**Run 1: clock routing**

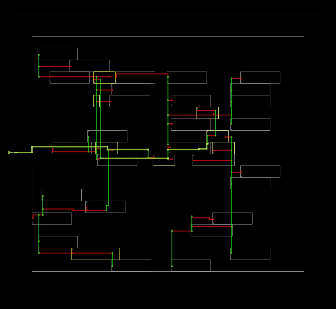
**Run 1: routed metal per tile**

The die is cut into 14 by 13 equal tiles; white is low, dark blue is high, scaled to the fullest tile. Values are wire area over tile area, all layers added.
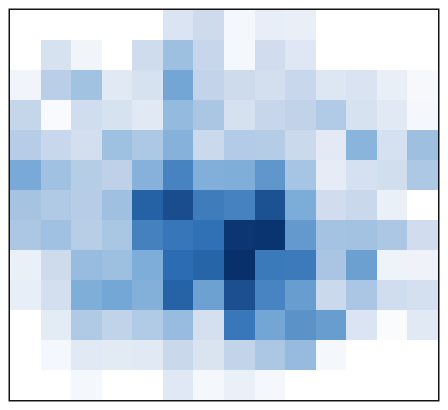
**Run 1: I/O pins on the die edge**

The bar under the picture is 20 um long. Pins as bars across the die edge, other pins in grey.
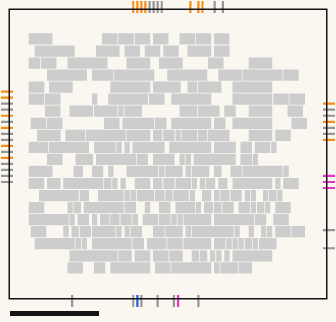
### src/rtl/ann_input_sequencer.sv
// Input sequencer for the ANN input-selection datapath: steps the 16-to-1 mux
// select through a programmable number of inputs and streams each word out.
module ann_input_sequencer #(
  parameter  int N_IN = 16,
  parameter  int DW   = 16,
  localparam int SW   = $clog2(N_IN)
) (
  input  logic          clk,
  input  logic          rst_n,
  input  logic          start,
  input  logic          abort,
  input  logic [SW-1:0] len_m1,
  output logic [SW-1:0] Sel,
  input  logic [DW-1:0] mux_d,
  output logic [DW-1:0] out_data,
  output logic          out_valid,
  input  logic          out_ready,
  output logic          out_last,
  output logic          busy,
  output logic          done
);

  typedef enum logic [1:0] {
    IDLE = 2'd0,
    RUN  = 2'd1,
    LAST = 2'd2
  } state_t;

  state_t        state_q, state_d;
  logic [SW-1:0] sel_q, sel_d;
  logic [SW-1:0] len_q, len_d;
  logic [DW-1:0] data_q, data_d;
  logic          valid_q, valid_d;
  logic          last_q, last_d;
  logic          done_q, done_d;
  logic          ld;

  // A new word may enter the output register when it is empty or being drained.
  assign ld = !valid_q || out_ready;

  always_comb begin
    // NOTE: every signal gets a hold/default value first so no path leaves it
    // unassigned; otherwise synthesis infers a latch.
    state_d = state_q;
    sel_d   = sel_q;
    len_d   = len_q;
    data_d  = data_q;
    valid_d = valid_q;
    last_d  = last_q;
    done_d  = 1'b0;

    if (abort) begin
      state_d = IDLE;
      sel_d   = '0;
      valid_d = 1'b0;
      last_d  = 1'b0;
    end else begin
      unique case (state_q)
        IDLE: begin
          if (start) begin
            len_d   = len_m1;
            sel_d   = '0;
            state_d = RUN;
          end
        end
        RUN: begin
          if (ld) begin
            data_d  = mux_d;
            valid_d = 1'b1;
            last_d  = (sel_q == len_q);
            if (sel_q == len_q) begin
              state_d = LAST;
            end else begin
              sel_d = sel_q + SW'(1);
            end
          end
        end
        LAST: begin
          if (valid_q && out_ready) begin
            valid_d = 1'b0;
            last_d  = 1'b0;
            done_d  = 1'b1;
            sel_d   = '0;
            state_d = IDLE;
          end
        end
        default: state_d = IDLE;
      endcase
    end
  end

  // NOTE: state is updated with non-blocking assignments so all flops sample
  // the pre-edge values; out_data is reset too, as the interface requires a
  // known zero word out of reset even though valid gates it.
  always_ff @(posedge clk or negedge rst_n) begin
    if (!rst_n) begin
      state_q <= IDLE;
      sel_q   <= '0;
      len_q   <= '0;
      data_q  <= '0;
      valid_q <= 1'b0;
      last_q  <= 1'b0;
      done_q  <= 1'b0;
    end else begin
      state_q <= state_d;
      sel_q   <= sel_d;
      len_q   <= len_d;
      data_q  <= data_d;
      valid_q <= valid_d;
      last_q  <= last_d;
      done_q  <= done_d;
    end
  end

  assign Sel       = sel_q;
  assign out_data  = data_q;
  assign out_valid = valid_q;
  assign out_last  = last_q;
  assign busy      = (state_q != IDLE);
  assign done      = done_q;

endmodule

### config.mk
export PLATFORM = sky130hd
export DESIGN_NAME = ann_input_sequencer
export DESIGN_NICKNAME = d
export VERILOG_FILES = /design/src/rtl/ann_input_sequencer.sv
export SDC_FILE = /design/constraint.sdc
export NUM_CORES = 1
export LEC_CHECK = 0
export ABC_AREA = 1
export CORE_ASPECT_RATIO = 0.9
export CORE_MARGIN = 4
export CORE_UTILIZATION = 40
export CTS_CLUSTER_DIAMETER = 100
export DETAILED_ROUTE_END_ITERATION = 10
export GPL_TIMING_DRIVEN = 1
export PLACE_DENSITY = 0.76
export SYNTH_ARGS = -nofsm -noshare
export SYNTH_HDL_FRONTEND = slang
export SYNTH_SLANG_ARGS = --single-unit
### constraint.sdc
create_clock -name clk -period 1.4 [get_ports clk]
set_input_delay 0.21 -clock clk [delete_from_list [all_inputs] [get_ports clk]]
set_output_delay 0.21 -clock clk [all_outputs]
set_load 0.005 [all_outputs]
==> Flow_metrics.wiki, run 1 <==
=== Physical design figures ===
{| class="wikitable"
! Metric !! Value
|-
| Outcome || finished, violations left
|-
| Failing checks || setup timing
|-
| Iteration-0 DRC count of the detailed router || approximately 60
|-
| Share of the clock period used by the worst path || 108.7%
|-
| Largest delay share family, worst path || simple AND/OR/NAND/NOR gates
|-
| Top logic family || simple AND/OR/NAND/NOR gates
|-
| Combinational share of power || 53.4%
|-
| Met3 usage || around 5.9%
|-
| XORs/XNORs by Area || 0%
|-
| Power Sequential || 1.42 mW
|-
| Number of hold-repair buffers added at the cts stage || 0
|-
| CP endpoint || Sel[2]$_DFFE_PN0P_
|-
| Number of resized instances in the post-cts repair step || 30
|-
| Most frequent cell after synthesis || sky130_fd_sc_hd__nand2_1
|-
| Pint || 3.329 mW
|-
| Pwr dens || ~2000 mW/mm2
|-
| Yosys stat chip area || between 0.001 and 0.0015 mm2
|-
| Proportion of synthesized chip area in sequential cells || between 50 and 60%
|-
| Clock network latency to the later pin of the worst-skew pair || between 0.2 and 0.3 ns
|-
| Count of TritonRoute iterations in the first routing pass || 5
|-
| Power of the combinational group || between 2 and 3 mW
|-
| Diode insertion count for antenna repair || 0
|-
| Signal buffers share of area || 29.70%
|-
| Design Power || 4.943 mW
|-
| Multi-input gate area || roughly 810 um2
|-
| # IOs || around 49
|-
| Final-stage net count || between 200 and 300
|-
| Library cell occupying the most area in the post-synthesis netlist || sky130_fd_sc_hd__dfrtp_1
|-
| Multi-input logic portion of the cell area || about a third
|-
| Average cell area after synthesis || about 9.9 um2
|-
| Cells along the critical path || buf_6, ha_4, inv_4, nor2_8, nand2_4, nand3_4, nor2_4, buf_6, nand3_4, nand2_2
|-
| Asr flop ratio synth || 100.0%
|-
| Final setup fails || 23
|-
| Number of enable-type register cells in the synthesized netlist || 0
|-
| Met2 Use GR || 33.26%
|-
| Post-place instance area || 0.002079 mm2
|-
| Clock network power share || approximately 18%
|-
| Yosys adder share || roughly 3.5%
|-
| Largest fanout on the critical path || 3
|-
| Fraction of the mapped netlist area in compound gates || 2.857%
|-
| Dpl hpwl || 2728 um
|-
| Worst-case setup margin in the final layout || -0.1219 ns
|-
| Via count of the first global-routing pass || ~1500
|-
| Worst setup path startpoint || state_q[0]$_DFFE_PN0P_
|-
| Top cells by instance count after synthesis || sky130_fd_sc_hd__nand2_1 (40), sky130_fd_sc_hd__dfrtp_1 (29), sky130_fd_sc_hd__inv_1 (14), sky130_fd_sc_hd__nor2_1 (14), sky130_fd_sc_hd__nand3_1 (13)
|-
| Leading cell kind || logic gates
|-
| Fraction of synthesized cell area taken by the top area cell type || around half
|-
| Clock slew at the register clock pins of the worst setup and hold paths || roughly 0.060 ns
|-
| Critical path endpoint category || flop
|-
| Initial core utilization || ~42%
|-
| Per-cell via count in the routed design || 5.015
|-
| Topmost layer with routed signal wires || met4
|-
| Metal3 WL || between 200 and 300 um
|-
| Per-cell routed wire length || roughly 16 um
|-
| Required time reported for the critical path endpoint || about 1.6 ns
|-
| Number of violations of the max-capacitance limit || 0
|-
| Number of tapcells || about 44
|-
| Level count of the clock H-tree || 2
|-
| Count of warning messages emitted by the tools || 31
|-
| Reg-to-reg startpoint || state_q[0]$_DFFE_PN0P_
|-
| Register bit count reported by yosys || 29
|-
| Routed Antenna Nets || 0
|-
| Final number of hold-violating endpoints || 0
|-
| Area grow syn2layout || 74.89%
|}
## Picture notes: 'clock routing'
P_clk: 0.884 mW
number of clock buffers inserted by TritonCTS: 5

## Picture notes: 'routed metal per tile'
fullest tile: 0.54
densest ninth of the die: centre
nearly empty tiles: 17%
aggregate routed wire length: 4289 um
global-route total usage across every layer: 18.43%
via count: 1379

## Picture notes: 'I/O pins on the die edge'
legend:
  orange:
    port: `mux_d`
    pins: 16
    direction: input
    edge: 7 top, 6 left, 3 right
  magenta:
    port: `len_m1`
    pins: 4
    direction: input
    edge: 3 right, 1 bottom
  blue:
    port: `start`
    pins: 1
    direction: input
    edge: bottom
horizontal die size: 71.36 um
Port Buf Inserts: 48
vertical die dimension: 65.02 um

==> inputs of run 2 (changes only) <==
--- a/config.mk
+++ b/config.mk
@@ -13,6 +13,7 @@
 export DETAILED_ROUTE_END_ITERATION = 10
 export GPL_TIMING_DRIVEN = 1
 export PLACE_DENSITY = 0.76
+export SLEW_MARGIN = 20
 export SYNTH_ARGS = -nofsm -noshare
 export SYNTH_HDL_FRONTEND = slang
 export SYNTH_SLANG_ARGS = --single-unit
**Run 2: clock routing**

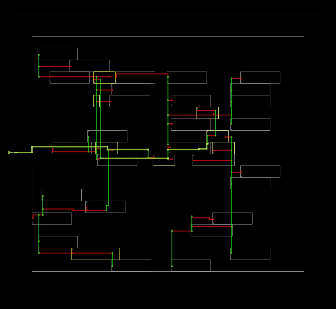
CTS sink count: 29
num sequential: 29
number of clock buffer instances in the layout: 7
Setup Skew: 0.005367 ns

==> Flow_metrics.wiki, run 2 <==
=== Physical design figures ===
{| class="wikitable"
! Metric !! Value
|-
| Clock network power share || 17.9%
|-
| Number of violations of the max-capacitance limit || 0
|-
| Average cell area after synthesis || 9.898 um2
|-
| Top logic family || simple AND/OR/NAND/NOR gates
|-
| Number of tapcells || roughly 44
|-
| Post-place instance area || just over 0.002 mm2
|-
| Number of hold-repair buffers added at the cts stage || 0
|-
| Design Power || 4.943 mW
|-
| Count of TritonRoute iterations in the first routing pass || 5
|-
| # IOs || approximately 50
|-
| Via count || roughly 1400
|-
| Multi-input logic portion of the cell area || between 30% and 40%
|-
| CTS tree || yes
|-
| CP endpoint || Sel[2]$_DFFE_PN0P_
|-
| Aggregate routed wire length || 4289 um
|-
| Outcome || finished, violations left
|-
| Reg-to-reg startpoint || state_q[0]$_DFFE_PN0P_
|-
| Routed Antenna Nets || 0
|-
| Pwr dens || roughly 2000 mW/mm2
|-
| P_sw || ~1.6 mW
|-
| Diode insertion count for antenna repair || 0
|-
| Yosys stat chip area || around 0.0014 mm2
|-
| Count of warning messages emitted by the tools || 31
|-
| Number of multi-input combinational cells in the layout || 100
|-
| Per-cell via count in the routed design || about 5
|-
| Fraction of the mapped netlist area in compound gates || 2.857%
|-
| Critical path endpoint category || flop
|-
| Metal3 WL || 255 um
|-
| Share of the clock period used by the worst path || 108.7%
|-
| Leakage || approximately 1.3 nW
|-
| Clock slew at the register clock pins of the worst setup and hold paths || approximately 0.06 ns
|-
| Number of cells traversed by the worst register-to-register path || 10
|-
| Clock network latency to the later pin of the worst-skew pair || 0.27 ns
|-
| Top cells by instance count after synthesis || sky130_fd_sc_hd__nand2_1 (40), sky130_fd_sc_hd__dfrtp_1 (29), sky130_fd_sc_hd__inv_1 (14), sky130_fd_sc_hd__nor2_1 (14), sky130_fd_sc_hd__nand3_1 (13)
|-
| Topmost layer with routed signal wires || met4
|-
| Worst-case setup margin in the final layout || -0.1219 ns
|-
| Combinational share of power || a little over half
|-
| Leading cell kind || logic gates
|-
| Worst reg-to-reg setup slack || -0.12 ns
|-
| Level count of the clock H-tree || 2
|-
| Final setup fails || 23
|-
| Worst-margin pin slew || 0.3634 ns
|-
| Number of resized instances in the post-cts repair step || 30
|-
| XORs/XNORs by Area || 0%
|-
| Pint || roughly 3.3 mW
|-
| Most frequent cell after synthesis || sky130_fd_sc_hd__nand2_1
|-
| Number of enable-type register cells in the synthesized netlist || 0
|-
| Critical path arrival || 1.73 ns
|-
| Number of clock buffers inserted by TritonCTS || 5
|-
| Largest fanout on the critical path || 3
|-
| Horizontal die size || approximately 70 um
|-
| Cells along the critical path || buf_6, ha_4, inv_4, nor2_8, nand2_4, nand3_4, nor2_4, buf_6, nand3_4, nand2_2
|-
| Port Buf Inserts || approximately 48
|-
| Final-stage net count || between 200 and 300
|-
| Required time reported for the critical path endpoint || ~1.6 ns
|-
| Failing checks || setup timing
|-
| Library cell occupying the most area in the post-synthesis netlist || sky130_fd_sc_hd__dfrtp_1
|-
| Multi-input gate area || slightly above 800 um2
|-
| Final number of hold-violating endpoints || 0
|-
| Worst setup path startpoint || state_q[0]$_DFFE_PN0P_
|-
| Number of distinct library cell variants in the gate-level netlist after synthesis || 19
|-
| Synth Cell Area || around 0.0014 mm2
|-
| Proportion of synthesized chip area in sequential cells || 50.22%
|-
| P_clk || 0.884 mW
|-
| Signal buffers share of area || approximately 30%
|-
| Dpl hpwl || roughly 2700 um
|-
| Number of cells on the critical path || 10
|-
| Iteration-0 DRC count of the detailed router || 60
|-
| Per-cell routed wire length || 15.60 um
|-
| Area grow syn2layout || 74.89%
|-
| Non-Filler Instances || around 280
|-
| Initial core utilization || a little over two fifths
|-
| Yosys adder share || 3.463%
|-
| Global-route total usage across every layer || 18.43%
|-
| Met3 usage || 5.891%
|-
| Largest delay share family, worst path || simple AND/OR/NAND/NOR gates
|-
| Vertical die dimension || ~65 um
|-
| Register bit count reported by yosys || 29
|-
| Register cell area after layout || approximately 730 um2
|-
| Power Sequential || between 1 and 1.5 mW
|-
| Power of the combinational group || about 2.6 mW
|-
| Fraction of synthesized cell area taken by the top area cell type || about half
|-
| Asr flop ratio synth || 100.0%
|-
| Crit path buf inv count || 3
|-
| Met2 Use GR || about 33%
|-
| Via count of the first global-routing pass || about 1500
|}
No activity file was given, so power comes from the tool's default toggle rates.
